==> config.mk <==
export PLATFORM = sky130hd
export DESIGN_NAME = fib_datapath_flat
export DESIGN_NICKNAME = d
export VERILOG_FILES = /design/src/rtl/fib_if.sv /design/src/rtl/fib_datapath.sv /design/src/flat_wrapper.sv
export SDC_FILE = /design/constraint.sdc
export NUM_CORES = 1
export LEC_CHECK = 0
export CORE_MARGIN = 2
export CORE_UTILIZATION = 63
export CTS_CLUSTER_DIAMETER = 80
export CTS_CLUSTER_SIZE = 20
export DETAILED_ROUTE_END_ITERATION = 7
export MAX_ROUTING_LAYER = met4
export PLACE_DENSITY = 0.95
export SKIP_CTS_REPAIR_TIMING = 1
export SLEW_MARGIN = 10
export SYNTH_ARGS = -nofsm -noshare
export SYNTH_HDL_FRONTEND = slang
export SYNTH_SLANG_ARGS = --single-unit
==> constraint.sdc <==
create_clock -name Clk -period 9.58 [get_ports Clk]
set_input_delay 2.395 -clock Clk [delete_from_list [all_inputs] [get_ports Clk]]
set_output_delay 2.395 -clock Clk [all_outputs]
set_load 0.005 [all_outputs]
==> run_1/final_clocks.png <==
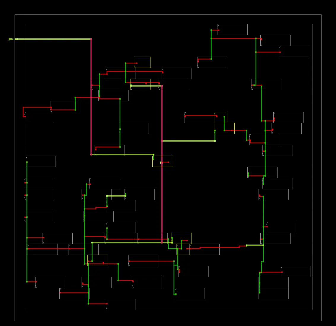
clock skew: 6.96 ps
Num CTS Buffers: 5

==> run_1/gate_families.png <==
Scale: 4 px per µm.
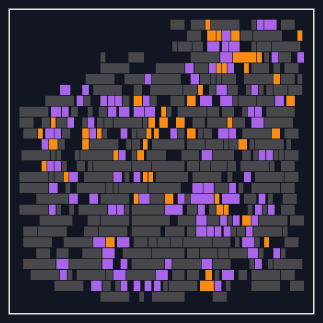
Key: NOR gates = orange [cells 48, most used nor2_1]; inverting AOI/OAI gates = purple [cells 104, most used a21oi_1, where all over the die]
most frequent logic cell in the layout: nand2_1
combinational share of cell area: 0.578
Non-Filler Instances: 459

==> run_1/pdn.png <==
Scale: 4 px per µm. Pins as bars on the die edge.
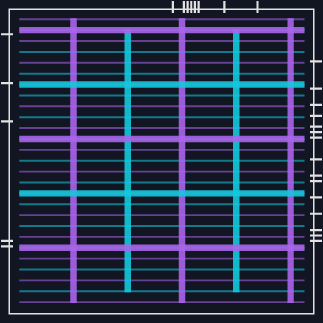
Key: VSS = purple; VDD = cyan
28 signal pins sit on the boundary. 5 straps on met5. 5 straps on met4. The core has 26 rows. 27 met1 rails follow the rows.
maximum vdd drop: 0.000109 V
DIE HEIGHT: 75.8 µm
Core Area: 5040 µm²
die span in x: 75.8 µm

==> impl_metrics.toml, run 1 <==
# yosys + openroad results
[status]
status = "completed"

[routing]
drtIter0Drc = 362
ant_nets = 0
route.detailed.drc = 0
via_per_inst = 6.63
drt-total-wl_um = 8370
met1Wirelength_um = 3400
dr.pass1.iters = 5
wire_per_inst_um = 18.2
wl_met2_um = 4020
wl_met3_um = 816

[layout]
largest_register_ffs = 32
areaGrowthSynthToFinish_pct = 10.8
seq_area_um2 = 1020
nNonClkInverters = 7
buffers = 29
post-route-util = 0.713
clock_area_frac = 0.0271
drive_gt1_frac = 0.0900
nMultiInputCombCells = 294
dominant_cells = "logic gates"
seq_share = 0.284
flops = 51
final-nonclk-buf-share = 0.0793
clockBufferCount = 5
fillerInstances = 363
fin_area_um2 = 3600
fin_nets = 417

[final_timing]
final-setup-viol-count = 0
fin_ws_ps = 4020
worst_slew_pin_slew_ps = 839
drv_slew = 0
timing.fmax_mhz = 180
relSlewSlack = 0.439
post-route-period-util = 0.580
setup_tns_ps = 0
period_minus_slack_ps = 5560
final_hold_viol_count = 0
holdWs_ps = 463
rsz0062_at_grt = "no"

[critical_path]
cpLargestDelayFamily = "buffers and inverters"
critPathBufInv = 1
crit_path_max_fanout = 17
reg2reg_slack_ps = 6860
path_depth = 9
reg2reg_depth = 8
required_ps = 9790
cp.arrival_ps = 5770
endpoint_kind = "register"
path_cells = "clkdlybuf4s50_1, mux4_2, ha_1, fa_1, a211oi_1, o21ai_0, xor2_1, a22oi_1, a221oi_1"
critPathSlowestCell = "clkdlybuf4s50_1"
critPathMaxStageDelay_ps = 1020
worst_setup_path_start_kind = "input pin"

[synth]
syn_area_um2 = 3240
ys_seq_frac = 0.315
synthFlopType = "dfxtp_1"
ys_sh_xor = 0.0135
edf_count = 0
yosysMostFrequentCell = "nand2_1"
yosys_cells = 374
yosysWarnings = 0
numSynthFlops = 51
ys_top_logic_family = "AND-OR/OR-AND gates"
ys_area_um2 = 3240
syn_inst = 374
yosys.area.top_type = "dfxtp_1"
mux_share = 0.132
ys_types = 63
synth-compound-area-share = 0.240
fa_ha_area_frac = 0.0486
avgSynthCellArea_um2 = 8.67
topCellsByArea = "dfxtp_1, mux4_2, nand2_1, a21oi_1, ha_1"
ys_top_cells_by_count = "nand2_1, dfxtp_1, a21oi_1"
syn_nets = 403

[global_route]
grtUsageMet3 = 0.0556
grt_pass1_wl_um = 13400
grt_max_degree = 33
antenna_found_initial = 0
busiest_layer = "met2"
grtUsageMet2 = 0.500
grt_usage = 0.316
grt_pass1_vias = 2857
grt-ovfl-total = 0
grt_use_met1 = 0.410

[placed_design]
port-buffer-count = 27
post-dp-hpwl_um = 6100
routabilityCongestion = 0.993
dpl_worst_slack_ps = 3700
postPlaceCellArea_um2 = 3500
placed_cells = 451

[pwr]
p_leak_nw = 1.32
p_comb_frac = 0.162
switchingPower_w = 0.000126
total_power_w = 0.000421
power_sequential_w = 0.000218
p_per_area_nw_per_um2 = 117
maxPowerGroup = "registers"
power_frac_seq = 0.518
pg_comb_w = 0.0000681
p_int_w = 0.000295
clk-power_w = 0.000135
power.clock.fraction = 0.320
netSwitchingFraction = 0.300

[clock_network]
clkTransAtPathRegs_ps = 100
ctsHtreeMaxLevel = 2
clkSinkCount = 51
cts_tree = "yes"
clkLatencyLatePin_ps = 320
cts_buffer_depth = 2
clockRootBuffer = "clkbuf_8"

[die]
dieArea_um2 = 5740
taps = 70
initCoreUtil = 0.643

[worst_hold_path]
hold_depth = 2
hold_class = "reg2reg"

[run]
warning_count = 28
maxCapViolCount = 0
==> run_1/metal_stack.png <==
Scale: 6 px per µm.
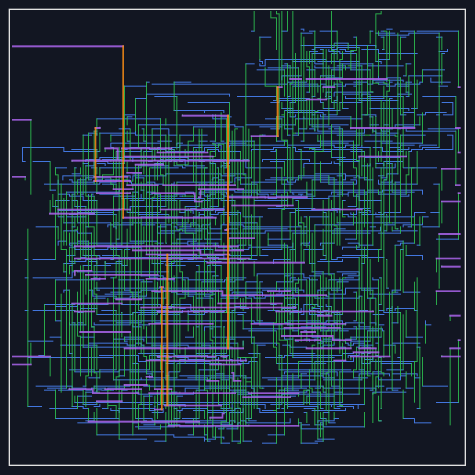

==> run 2, diff against run 1 <==
- CORE_UTILIZATION: 63 -> 58
- PLACE_DENSITY: 0.95 -> 0.91
- clock period: 9.58 -> 5.55 ns (I/O delays scaled with it)
==> run_2/metal_stack.png <==
Scale: 6 px per µm.
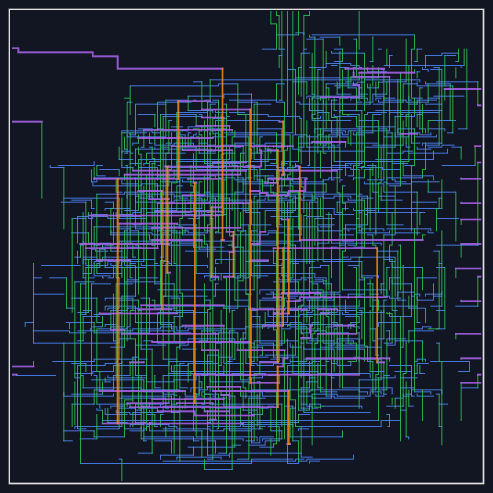
Key: met1 = blue [wire length 3500 µm]; met2 = green [wire length 3980 µm]; met3 = purple [wire length 825 µm]; met4 = orange [wire length 341 µm]
DR WL/cell: 18.6 µm
Final Routed Wirelength: 8650 µm
gr usage total: 0.298
via count: 3076

==> run_2/pdn.png <==
Scale: 4 px per µm. Pins as bars on the die edge.
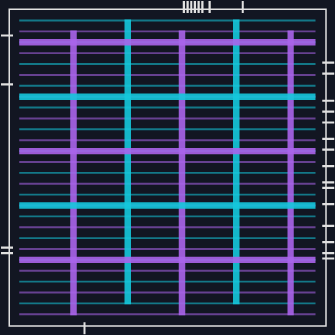
die span in x: 78.8 µm
DIE HEIGHT: 78.8 µm

==> impl_metrics.toml, run 2 <==
# yosys + openroad results
[global_route]
grt_pass1_vias = 2903
grt-ovfl-total = 0
busiest_layer = "met2"

[synth]
numSynthFlops = 51
ys_sh_xor = 0.0135
avgSynthCellArea_um2 = 8.67
yosys.area.top_type = "dfxtp_1"
yosysWarnings = 0
mux_share = 0.132
yosysMostFrequentCell = "nand2_1"
syn_inst = 374
synth-compound-area-share = 0.240
ys_top_logic_family = "AND-OR/OR-AND gates"
fa_ha_area_frac = 0.0486
ys_area_um2 = 3240
edf_count = 0
topCellsByArea = "dfxtp_1, mux4_2, nand2_1, a21oi_1, ha_1"
ys_top_cells_by_count = "nand2_1, dfxtp_1, a21oi_1"

[critical_path]
crit_path_max_fanout = 9
required_ps = 5770
path_depth = 9
cp.arrival_ps = 4590
reg2reg_slack_ps = 2830

[layout]
flops = 51
largest_register_ffs = 32
nNonClkInverters = 7
lay_top_count = "nand2_1"
fin_area_um2 = 3630
seq_share = 0.281
post-route-util = 0.667
final-nonclk-buf-share = 0.0869
clockBufferCount = 5
fin_nets = 421

[run]
warning_count = 28

[routing]
wl_met3_um = 824
met1Wirelength_um = 3500
via_per_inst = 6.62

[placed_design]
postPlaceCellArea_um2 = 3530
dpl_worst_slack_ps = 859
post-dp-hpwl_um = 6410

[worst_hold_path]
hold_depth = 2

[clock_network]
cts_inserted_buffers = 5
clockRootBuffer = "clkbuf_8"
cts_buffer_depth = 2
clkLatencyLatePin_ps = 320
clkSinkCount = 51

[final_timing]
holdWs_ps = 462
final-setup-viol-count = 0
worst_slew_pin_slew_ps = 929
drv_slew = 0
rsz0062_at_grt = "no"

[pwr]
power_frac_seq = 0.516
power_sequential_w = 0.000376
total_power_w = 0.000730
maxPowerGroup = "registers"
clk-power_w = 0.000233

[die]
initCoreUtil = 0.597
core_area_um2 = 5440
taps = 72

[status]
status = "completed"
